Design restoring_divider_8by4, sky130hd; sources not shown.
Figure 1. Routed metal per tile (run 1).
The die is cut into 14 by 14 equal tiles; dark blue is low, red is high, scaled to the fullest tile. Values are wire area over tile area, all layers added.
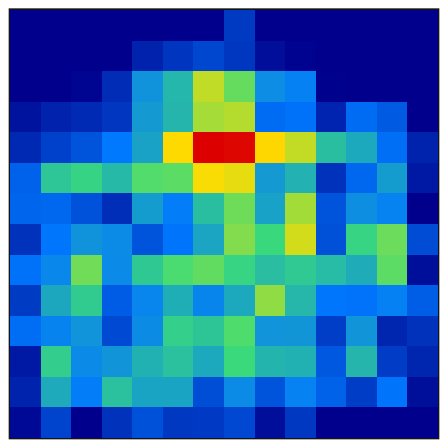
mean over tiles = 0.14
nearly empty tiles = 19%
fullest tile = 0.55
emptiest ninth of the die = upper left
tiles over half the peak = 12%
wire length per cell: 14.9 um
Via Count: 1,542
WL final: 4120 um
GR Util All Layers: 20.6%

Figure 2. The metal 1 layer (run 1).
The bar under the picture is 20 um long. Supply wires on this layer in gray.
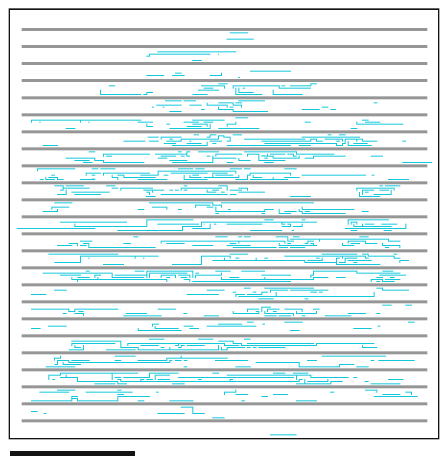
main direction = horizontal
nets with wire on the layer = 220
share of all routed wire = 45%
wire length on this layer = 1,870 um
M1 GR Usage: 24.9%

Figure 3. Routing congestion (run 1).
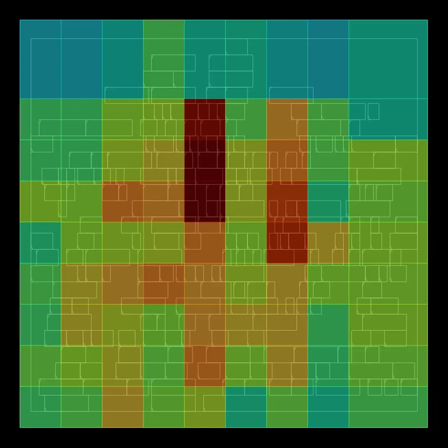
met2 Track Usage GR: 34.7%
M3 GR Usage: 4.77%
fin util: 54.2%
GRT Max-Usage Layer: met2

==> reports/metrics.cfg, run 1 <==
[outcome]
status=finished clean

[floorplan]
die_h_um=68.4
core_area_um2=4060
chipArea_um2=4680
fp_util_pct=42.2
die_x_um=68.4
fp-row-count=23
io_pins=30

[timing]
setup_violations=0
fmax_mhz=526
setup-tns-final_ps=0
rsz0062_at_grt=false
hold_slack_ps=458
slew-limit-headroom_pct=70.5
post-route-min-period_ps=1900
hold_violations=0
min_period_over_period_pct=95.1
finalWorstSetupSlack_ps=99.0
drv_slew=0
skew_ps=7.29
worst_pin_slew_ps=441

[global_route]
antenna_found_initial=0
grt_first_pass_wirelength_um=7070
grt_start_max_net_pins=24
grt_pass1_vias=1564
globalRouteOverflowTotal=0

[cells_and_area]
nets=247
final_layout_size_suffix_gt1_share_pct=16.8
antenna_cells=0
area_growth_pct=28.4

[synth]
ys_sh_xor_pct=1.02
synth_top_cell_by_count=dfxtp_1
logic_family=AND-OR/OR-AND gates
async_flop_share_pct=0
synth-simple-area-share_pct=20.8
yosys-stat-area_um2=1710
synth_seq_share_pct=40.9
fp_nets=213
synth.top_cell.area_share_pct=40.9
ys_sh_mux_pct=0.585
fa_ha_area_share_pct=5.56
top_area_cell=dfxtp_1
ys_ff=35
syn_area_per_cell_um2=8.96
synth-main-ff-cell=dfxtp_1
syn_inst=191
top_cells_by_area=dfxtp_1 (41%), nand2_1 (6.4%), o221a_2 (5.3%)
ys_sh_aoi_pct=26.8
yosysWarnings=0
synth_cell_types=46
edf_count=0
ys_cells=191
common_cells=dfxtp_1 (35), nand2_1 (29), a21oi_1 (10), nor2_1 (10)
syn_area_um2=1710

[pwr]
leakage_nw=0.825
p_per_area_nw_per_um2=840
vdd_drop_max_v=0.000470
power_mw=1.85

[clock_tree]
clock-sinks=35
hold_buffers=0
htreeDepth=2
clk_pin_slew_ps=70
cts_setup_buffers=0
cts_buffers=5
clk_latency_ps=290
clk_path_buf_depth=2
cts_tree=yes
clock-root-buffer=clkbuf_8

[detailed_routing]
via_per_inst=5.59
remaining_drc_errors=0
drt-pass1-iter-count=4
ant_nets=0
drtIter0Drc=97

[min_path]
min_path_type=reg -> reg
min_delay_path_depth=2

[setup_path]
crit_chain=inv_1 -> ha_1 -> or2_4 -> a211oi_4 -> nor3_1 -> or3_1 -> a21oi_2
cpPeakStageDelay_ps=330
cp_slowest_cell=dfxtp_1
crit_required_ps=2230
cp_max_fo=5
timing_worst_setup_path_type=reg -> reg
critPathLaunchType=flop
cp_data_arrival_time_ps=2130
reg2reg_slack_ps=100
r2r_cells=7
cp-end-kind=flop

[placement]
pre_cts_slack_ps=52.6
port-buffer-count=29
dpl.hpwl_um=3160

[job]
cap_viol_max_count=0
warnings=27

run 1: layer usage:
metal | vias up | track usage, % | share of wire, % | routed length [um]
li1 | 757 | - | - | -
met2 | 42 | 34.7 | 48 | 2000
met4 | 0 | 9.00 | 1.8 | 76
met3 | 8 | 4.77 | 4.4 | 183
met5 | - | 0 | 0 | 0
met1 | 735 | 24.9 | 45 | 1870
run 1: layout make-up:
| type | instances | area (um2) |
|---|---|---|
| multi-input cells | 139 | 943 |
| repair buffers | 35 | 338 |
| well taps | 50 | 62.6 |
| fillers | 383 | 1860 |
| clock inverters | 2 | 35.0 |
| inverters | 9 | 33.8 |
| clock buffers | 6 | 82.6 |
| flip-flops and latches | 35 | 703 |
run 1: cells in the final DEF, fill, tap and decap left out, drive strengths merged, types with 2 or more instances in the layout:
master and instances:
and2 2, a21boi 12, nor3 4, a22oi 6, o21ai 10, o221a 8, nor4 3, dfxtp 35
buf 6, nand2b 2, nand2 29, a32o 2, nand3 7, inv 9, nor2 13, clkbuf 6
clkdlybuf4s50 28, a211oi 2, a21oi 12, nor2b 4, xor2 2, ha 6
run 1: logic make-up after synthesis:
| family | after synthesis |
|---|---|
| AOI/OAI and AO/OA | 60 |
| xor gates and xnor gates | 2 |
| adders and majority gates | 7 |
| buffers and inverters | 17 |
| DFF | 35 |
| muxes | 1 |
| and+or+nand+nor | 69 |
run 1: stage by stage:
step                      std cells  util [%]  cell area, um2
after detailed placement        268      51.0            2070
after floorplan                 191         -            1710
after global placement          268      51.0            2070
after CTS                       276      54.0            2190
after global routing            276      54.2            2200
final                           276      54.2            2200
run 1: power by group:
group	internal, mW	switching [mW]	total, mW
combinational	0.184	0.216	0.401
sequential	0.744	0.0380	0.782
clock	0.403	0.261	0.665
total	1.33	0.516	1.85
run 1: critical path, delay by kind of cell (launching register included):
family | cells | cell delay, ps
AND/OR/NAND/NOR | 3 | 710
AND-OR/OR-AND | 2 | 410
buffers and inverters | 1 | 40
flip-flops | 1 | 330
adder cells (fa/ha/maj) | 1 | 330
run 1: what timing repair did:
action | CTS | global route
pin swaps | 0 | 2
setup endpoints to repair | 1 | 7
resized | 1 | 6
==> inputs of run 2 (changes only) <==
SETUP_SLACK_MARGIN = 0.1   (was not set)
==> run 2 against run 1 <==
Combinational power up 2%. Utilization up 0.59 points. Die size unchanged. Clock power about the same. Synthesized cell count unchanged. Area after synthesis unchanged. Wire length up 2.4%. Final area up 1.1%. Worst setup slack better by 76 ps. Flip-flop count unchanged.
==> reports/metrics.cfg, run 2 <==
[clock_tree]
hold_buffers=0
htreeDepth=2
clock-sinks=35
cts_buffers=5
clk_latency_ps=290
clk_pin_slew_ps=70
clk_path_buf_depth=2
cts_tree=yes
cts_setup_buffers=0
clock-root-buffer=clkbuf_8

[synth]
top_area_cell=dfxtp_1
ys_cells=191
synth-main-ff-cell=dfxtp_1
synth_seq_share_pct=40.9
yosys-stat-area_um2=1710
synth.top_cell.area_share_pct=40.9
synth_top_cell_by_count=dfxtp_1
syn_area_per_cell_um2=8.96
synth_cell_types=46
fp_nets=213
async_flop_share_pct=0
syn_inst=191

[pwr]
sw_frac_of_total_pct=27.9
power.internal_mw=1.34
combPwrFrac_pct=22.1
p_seq_share_pct=42.2
p_per_area_nw_per_um2=835
leakage_nw=0.832
power.share.clock_pct=35.7
vdd_drop_max_v=0.000470
p_switching_mw=0.518

[setup_path]
timing_worst_setup_path_type=reg -> reg
reg2reg_slack_ps=180
cp_data_arrival_time_ps=2050
crit_required_ps=2230
cp_max_fo=5
critPathLaunchType=flop
cp-end-kind=flop
r2r_cells=7

[global_route]
globalRouteOverflowTotal=0
antenna_found_initial=0
grt_usage_pct=20.6
grt_pass1_vias=1562
grt_first_pass_wirelength_um=7070
grt_start_max_net_pins=24

[floorplan]
chipArea_um2=4680
io_pins=30
core_area_um2=4060
fp_util_pct=42.2
die_h_um=68.4
fp-row-count=23

[timing]
min_period_over_period_pct=91.2
rsz0062_at_grt=true
worst_pin_slew_ps=466
post-route-min-period_ps=1820
slew-limit-headroom_pct=68.9
skew_ps=7.69
setup-tns-final_ps=0
fmax_mhz=548
drv_slew=0
hold_violations=0

[detailed_routing]
wire_per_inst_um=15.3
drt-pass1-iter-count=6
via_per_inst=5.54
drtIter0Drc=105
remaining_drc_errors=0
ant_nets=0

[job]
warnings=29
cap_viol_max_count=0

[cells_and_area]
postLayoutCoreUtil_pct=54.8
final_common_cell=dfxtp_1
nets=247
final_cell_area_um2=2220
final_layout_size_suffix_gt1_share_pct=18.1
area_growth_pct=29.8
antenna_cells=0

[min_path]
min_path_type=reg -> reg
min_delay_path_depth=2

[outcome]
status=finished clean

[placement]
placed_area_um2=2070

run 2: cell types whose count changed in the layout (fill, tap and decap cells not counted):
| cell | change |
|---|---|
| ha_4 | +1 |
| nor4_4 | +1 |
| ha_1 | -1 |
| dfxtp_1 | -2 |
| nor4_2 | -1 |
| dfxtp_2 | +2 |
run 2: area by class of cell:
class / instances / area [um2]
flip-flops and latches: 35 / 706
inverters: 9 / 33.8
fillers: 381 / 1840
well taps: 50 / 62.6
multi-input cells: 139 / 965
clock buffers: 6 / 82.6
clock inverters: 2 / 35.0
repair buffers: 35 / 338
run 2: repair_timing:
item | 4_1_cts | 5_1_grt
resized | 3 | 8
pin swaps | 2 | 1
setup endpoints to repair | 5 | 9
run 2: metrics by stage:
| stage | hold slack (ps) | setup slack [ps] | total power, mW | std cells |
|---|---|---|---|---|
| final | 458 | 175 | 1.85 | 276 |
| after global routing | 486 | 63.5 | 1.95 | 276 |
| after CTS | 461 | 48.7 | 1.86 | 276 |
| after detailed placement | 450 | 52.6 | 1.19 | 268 |
| after global placement | 448 | 167 | 1.18 | 268 |
| after floorplan | 435 | 113 | 1.06 | 191 |
run 2: cells by family (layout without fill, tap and decap cells):
group / after synthesis / after routing / share of synthesized area [%]
AOI/OAI and AO/OA: 60 / 60 / 26.8
and+or+nand+nor: 69 / 69 / 20.8
DFF: 35 / 35 / 40.9
xor gates and xnor gates: 2 / 2 / 1.02
muxes: 1 / 1 / 0.585
buffers and inverters: 17 / 52 / 4.31
adders and majority gates: 7 / 7 / 5.56
run 2: metal layers:
| layer | part of all wire, % | track usage (%) | vias up | wire length [um] |
|---|---|---|---|---|
| met5 | 0 | 0 | - | 0 |
| met4 | 1.9 | 9.00 | 0 | 81 |
| li1 | - | - | 756 | - |
| met1 | 45 | 24.9 | 722 | 1910 |
| met3 | 4.0 | 4.77 | 7 | 169 |
| met2 | 49 | 34.7 | 45 | 2060 |
run 2: power by group through the flow:
stage	combinational [mW]	clock (mW)	sequential [mW]
after floorplan	0.246	0	0.811
after global placement	0.387	0	0.795
after detailed placement	0.397	0	0.797
after CTS	0.399	0.683	0.782
after global routing	0.450	0.715	0.789
final	0.410	0.662	0.783
run 2: critical path: stages, from the launching register on:
cell      delay [ps]
dfxtp_1          330
inv_1             70
ha_4             230
or2_4            250
a211oi_4         330
nor3_1           110
or3_1            330
a21oi_2          110
Figure 4. The metal 1 layer (run 2).
The bar under the picture is 20 um long. Supply wires on this layer in gray.
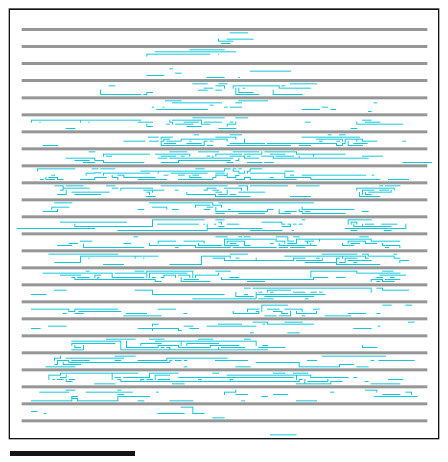
wire length on this layer = 1,910 um
longest straight run = 28.5 um
WL final: 4220 um
Via Count: 1,530

Figure 5. Metal 2 (run 2).
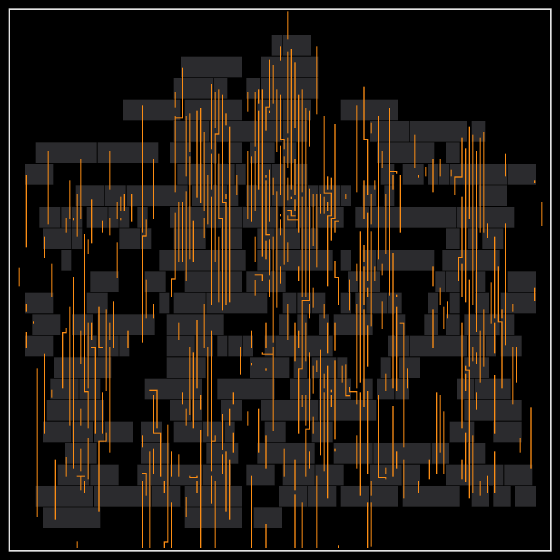
longest straight run = 24.1 um
share of all routed wire = 49%
nets with wire on the layer = 213
main direction = vertical

No activity file was given, so power comes from the tool's default toggle rates.
